Power grid:
Bar = 20 um. Pins as bars on the die edge.
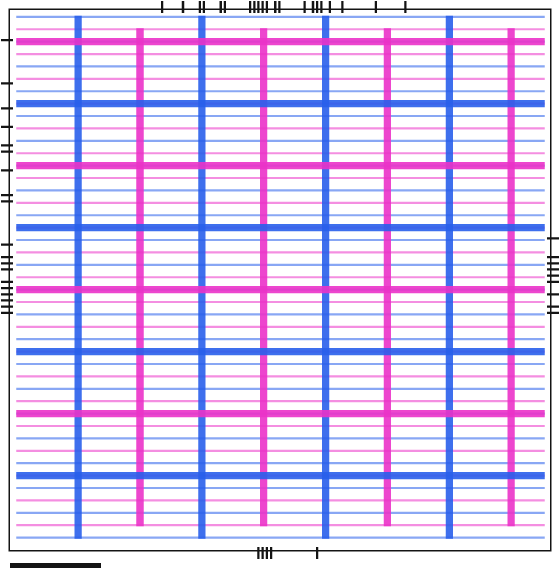
Cells coloured by class:
Bar = 20 um.
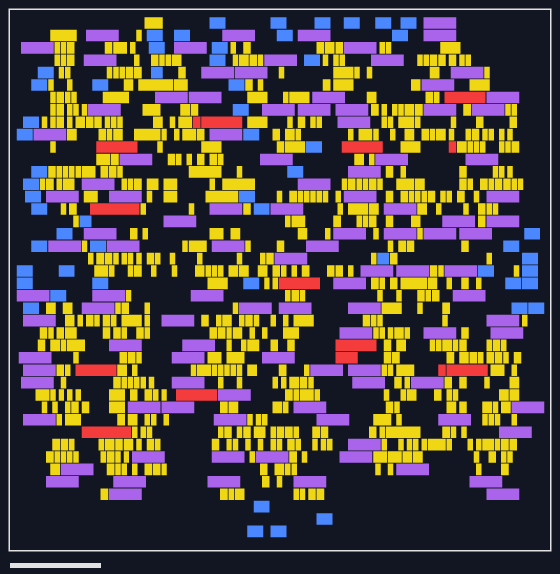
Clock wires, drivers and flops:
Bar = 20 um.
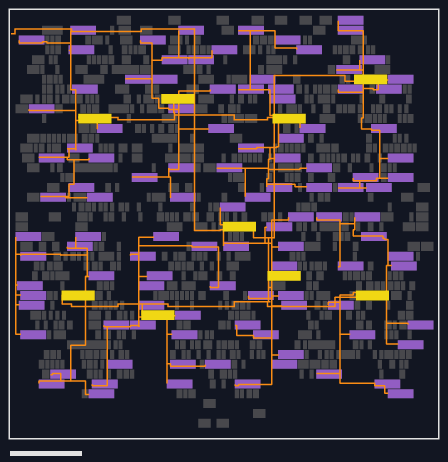
Wiring by layer:
Two of the layers only.
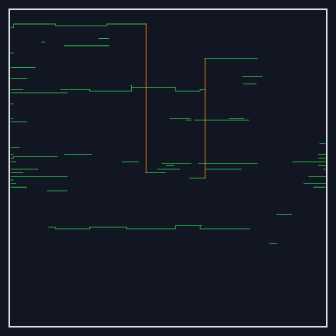
### config.mk
export PLATFORM = sky130hd
export DESIGN_NAME = thread_dispatcher
export DESIGN_NICKNAME = d
export VERILOG_FILES = /design/src/rtl/thread_dispatcher.sv
export SDC_FILE = /design/constraint.sdc
export NUM_CORES = 1
export LEC_CHECK = 0
export ABC_AREA = 1
export ABC_CLOCK_PERIOD_IN_PS = 3150
export CAP_MARGIN = 20
export CORE_UTILIZATION = 40
export CTS_CLUSTER_DIAMETER = 150
export DETAILED_ROUTE_END_ITERATION = 10
export GPL_ROUTABILITY_DRIVEN = 0
export PLACE_DENSITY = 0.55
export SYNTH_ARGS = -nofsm -noshare
export SYNTH_HDL_FRONTEND = slang
export SYNTH_SLANG_ARGS = --single-unit
### constraint.sdc
create_clock -name clk -period 3.15 [get_ports clk]
set_input_delay 0.315 -clock clk [delete_from_list [all_inputs] [get_ports clk]]
set_output_delay 0.315 -clock clk [all_outputs]
set_load 0.05 [all_outputs]
### src/rtl/thread_dispatcher.sv
// thread_dispatcher: launches host jobs on idle hardware threads of one core and tracks
// per-thread completion, timeouts, finished-job count and single-step debug pulses.
module thread_dispatcher #(
    parameter int NUM_THREADS_PER_CORE = 4,
    parameter int TIMEOUT_CYCLES = 1000,
    parameter int TMO_WIDTH = 16,
    parameter int DBG_HOLD = 2,
    localparam int N = NUM_THREADS_PER_CORE,
    localparam int TID_W = (N > 1) ? $clog2(N) : 1
) (
    input  logic             clk,
    input  logic             reset,
    input  logic             en,
    input  logic             job_valid,
    output logic             job_ready,
    output logic [TID_W-1:0] launch_tid,
    output logic [N-1:0]     start_thread,
    input  logic [N-1:0]     thread_busy,
    input  logic [N-1:0]     thread_done,
    input  logic             dbg_mode,
    output logic             debug_on,
    input  logic [N-1:0]     debug_step,
    output logic [N-1:0]     debug_commands,
    output logic [N-1:0]     thread_active,
    output logic [15:0]      done_count,
    output logic [N-1:0]     timeout_err,
    input  logic             err_clear
);
    localparam int HW = (DBG_HOLD > 1) ? $clog2(DBG_HOLD + 1) : 1;

    typedef enum logic [1:0] {IDLE, LAUNCH, WAIT_ACK, RUN} state_t;

    state_t               state_q [N];
    state_t               state_d [N];
    logic [TMO_WIDTH-1:0] tmo_q [N];
    logic [TMO_WIDTH-1:0] tmo_d [N];
    logic [HW-1:0]        hold_q [N];
    logic [HW-1:0]        hold_d [N];
    logic [N-1:0]         start_q, start_d;
    logic [N-1:0]         err_q, err_d;
    logic [N-1:0]         dbg_cmd_q, dbg_cmd_d;
    logic [15:0]          done_count_q, done_count_d;
    logic                 debug_on_q;
    logic [N-1:0]         idle, run, cpl, tmo_fire, pick;
    logic [TID_W-1:0]     sel;
    logic                 accept;
    logic [16:0]          cpl_sum;

    // State register
    always_ff @(posedge clk) begin
        if (reset) begin
            for (int i = 0; i < N; i++) begin
                state_q[i] <= IDLE;
                tmo_q[i]   <= '0;
                hold_q[i]  <= '0;
            end
            start_q      <= '0;
            err_q        <= '0;
            dbg_cmd_q    <= '0;
            done_count_q <= '0;
            debug_on_q   <= 1'b0;
        end else begin
            for (int i = 0; i < N; i++) begin
                state_q[i] <= state_d[i];
                tmo_q[i]   <= tmo_d[i];
                hold_q[i]  <= hold_d[i];
            end
            start_q      <= start_d;
            err_q        <= err_d;
            dbg_cmd_q    <= dbg_cmd_d;
            done_count_q <= done_count_d;
            debug_on_q   <= dbg_mode;
        end
    end

    // Per-thread events and lowest-index idle selection
    always_comb begin
        idle     = '0;
        run      = '0;
        cpl      = '0;
        tmo_fire = '0;
        sel      = '0;
        pick     = '0;
        for (int i = 0; i < N; i++) begin
            idle[i]     = state_q[i] == IDLE;
            run[i]      = state_q[i] == WAIT_ACK || state_q[i] == RUN;
            cpl[i]      = run[i] & thread_done[i];
            // a completion in the timeout cycle takes precedence over the error
            tmo_fire[i] = run[i] & ~thread_done[i] & (tmo_q[i] == TMO_WIDTH'(TIMEOUT_CYCLES - 1));
        end
        for (int i = N - 1; i >= 0; i--)
            if (idle[i]) sel = TID_W'(i);
        accept    = job_valid & job_ready;
        pick[sel] = accept;
    end

    assign job_ready = en & |idle;

    // Next-state logic
    always_comb begin
        for (int i = 0; i < N; i++) begin
            case (state_q[i])
                IDLE:     state_d[i] = pick[i] ? LAUNCH : IDLE;
                LAUNCH:   state_d[i] = WAIT_ACK;
                WAIT_ACK: state_d[i] = (cpl[i] | tmo_fire[i]) ? IDLE : thread_busy[i] ? RUN : WAIT_ACK;
                RUN:      state_d[i] = (cpl[i] | tmo_fire[i]) ? IDLE : RUN;
                default:  state_d[i] = IDLE;
            endcase
        end
    end

    // Output and datapath logic
    always_comb begin
        cpl_sum = {1'b0, done_count_q};
        for (int i = 0; i < N; i++) begin
            start_d[i]   = pick[i];
            tmo_d[i]     = state_q[i] == LAUNCH ? '0 : run[i] ? tmo_q[i] + TMO_WIDTH'(1) : tmo_q[i];
            cpl_sum      = cpl_sum + 17'(cpl[i]);
            // hold_q counts remaining high cycles; the forced low cycle comes from requiring cmd low to retrigger
            dbg_cmd_d[i] = dbg_cmd_q[i] ? hold_q[i] != '0 : debug_step[i];
            hold_d[i]    = dbg_cmd_q[i] ? (hold_q[i] != '0 ? hold_q[i] - HW'(1) : '0)
                                        : (debug_step[i] ? HW'(DBG_HOLD - 1) : '0);
        end
        done_count_d = cpl_sum[16] ? 16'hFFFF : cpl_sum[15:0];
        err_d        = (err_q & ~{N{err_clear}}) | tmo_fire;
        launch_tid   = accept ? sel : '0;
    end

    assign start_thread   = start_q;
    assign thread_active  = ~idle;
    assign done_count     = done_count_q;
    assign timeout_err    = err_q;
    assign debug_on       = debug_on_q;
    assign debug_commands = dbg_cmd_q;

endmodule

==> metrics.yaml <==
pwr:
  power_frac_comb_pct: 5.3
  comb_power_uw: 145
  power.total_uw: 2750
  pwr-share-seq_pct: 50.9
  p_sw_uw: 598.6
  p_leak_uw: 0.002430
setup_path:
  crit_chain: "or2_1 > nand2_1 > inv_1 > a21boi_2 > nand2_1 > nor2_1 > clkdlybuf4s50_1"
  reg2reg_from: "state_q[0][1]$_SDFF_PP0_"
  crit_path_start_kind: "flip-flop"
  reg2reg_to: "done_count[9]$_SDFF_PP0_"
  path_max_fanout: 8
  regToRegSetupSlack_ns: 0.44
  worstPathArrival_ns: 2.43
  end_kind: "primary output"
  crit_required_ns: 2.83
  r2r_cells: 13
  cpPeakStageDelay_ns: 0.83
cts:
  cts_setup_buffers: 0
  tritoncts: "yes"
  cts_resized: 0
  clock-root-buffer: "clkbuf_16"
die:
  io_pins: 54
  dieArea_um2: 14030
yosys:
  aoi_share_pct: 9.802
  ys_types: 42
  yosysTopAreaCellShare_pct: 40.22
  async_reset_ff_share_pct: 0
  ff_type: "dfxtp_1"
  yosysTopAreaCell: "dfxtp_1"
  mux_share_pct: 0
  synth_flop_count: 109
  xor_share_pct: 2.422
  edf_count: 0
  ys_top_cells_by_count: "158 x nand2_1, 109 x dfxtp_1, 103 x inv_1, 65 x a21oi_1, 65 x nor2_1"
  synth.most_common_cell: "nand2_1"
  synth.area.top_cells: "dfxtp_1 40%, nand2_1 11%, inv_1 7.1%"
  synth-area-yosys_um2: 5425
  seq_area_frac_synth_pct: 40.22
layout:
  clock_area_share_pct: 4.888
  n_all_inverters: 107
  flop-count: 109
  flop_area_um2: 2182
  seq_share_pct: 33.96
  antenna_cells: 0
  largest_register_ffs: 64
  final_layout_size_suffix_gt1_share_pct: 9.787
  sh_comb_area_pct: 42.86
  buffers: 56
  final_cell_mix: "158 x nand2_1, 109 x dfxtp_1, 103 x inv_1"
  final-nonclk-buf-share_pct: 8.608
  nMultiInputCombCells: 510
  clock_buffers: 10
  finalNonFillerCells: 973
  fillers: 1342
detailed_routing:
  antenna_left: 0
  drt-met1-wl_mm: 5.759
  top_layer: "met4"
  drc: 0
  dr_wl_met2_mm: 5.464
hold_path:
  hold_class: "flip-flop to flip-flop"
  hold_path_startpoint: "tmo_q[1][15]$_SDFFE_PP0N_"
  hold_path_end: "tmo_q[1][15]$_SDFFE_PP0N_"
run:
  tool_warnings: 30
  maxCapViolations: 0
global_route:
  met1_usage_pct: 23.18
  gr-usage-met3_pct: 5.068
  grt_overflow_total: 0
  antenna_found_initial: 0
final_timing:
  tightest_slew_ns: 0.5655
  drv_slew: 0
  setup_violations: 0
  hold_viol: 0
  finalSetupTns_ns: 0
  rsz0062_at_grt: "false"
  period_needed_ns: 2.747
  hold_slack_ns: 0.4689
  slew_headroom_pct: 62.18
placement:
  placed_cells: 958
  port_buffers: 53
  place_worst_setup_slack_ns: 0.1125
  place_hpwl_mm: 8.864
status:
  status: "finished, final reports clean"
## Picture notes: 'power grid'
legend:
  VSS:
    colour: blue
  VDD:
    colour: magenta
met1 rails: 43
signal pins: 54
met5 straps: 8
rows: 42
met4 straps: 8
Die Height: 118.5 um
VDD IR max: 0.0003890 V
placeable core area: 13240 um^2
Die X: 118.5 um

## Picture notes: 'cells coloured by class'
legend:
  flip-flops:
    colour: purple
    cells: 109
    share_of_their_area: 35%
  all other logic:
    colour: yellow
    cells: 617
    share_of_their_area: 51%
  other buffers and delay cells:
    colour: blue
    cells: 56
    share_of_their_area: 8.9%
  clock drivers and dummy loads:
    colour: red
    cells: 15
    share_of_their_area: 5.1%
Core Util, Final: 48.52%
Final Cell Area: 6425 um^2
row count: 42

## Picture notes: 'clock wires, drivers and flops'
legend:
  cells driving clock nets:
    colour: yellow
    count: 9
  clock wires:
    colour: orange
    length: 1410 um
  flip-flops:
    colour: purple
    count: 109
routed clock nets: 10
Layout Skew: 0.006363 ns
Clock Power: 1210 uW
worst-skew pair later-pin latency: 0.35 ns

## Picture notes: 'wiring by layer'
legend:
  met4:
    colour: orange
    wire_length: 101 um
  met3:
    colour: green
    wire_length: 539 um
average wire per standard cell: 12.19 um
Overall Global Routing Usage: 17.66%
Via Count: 4705

Power and IR drop assume default switching activity.
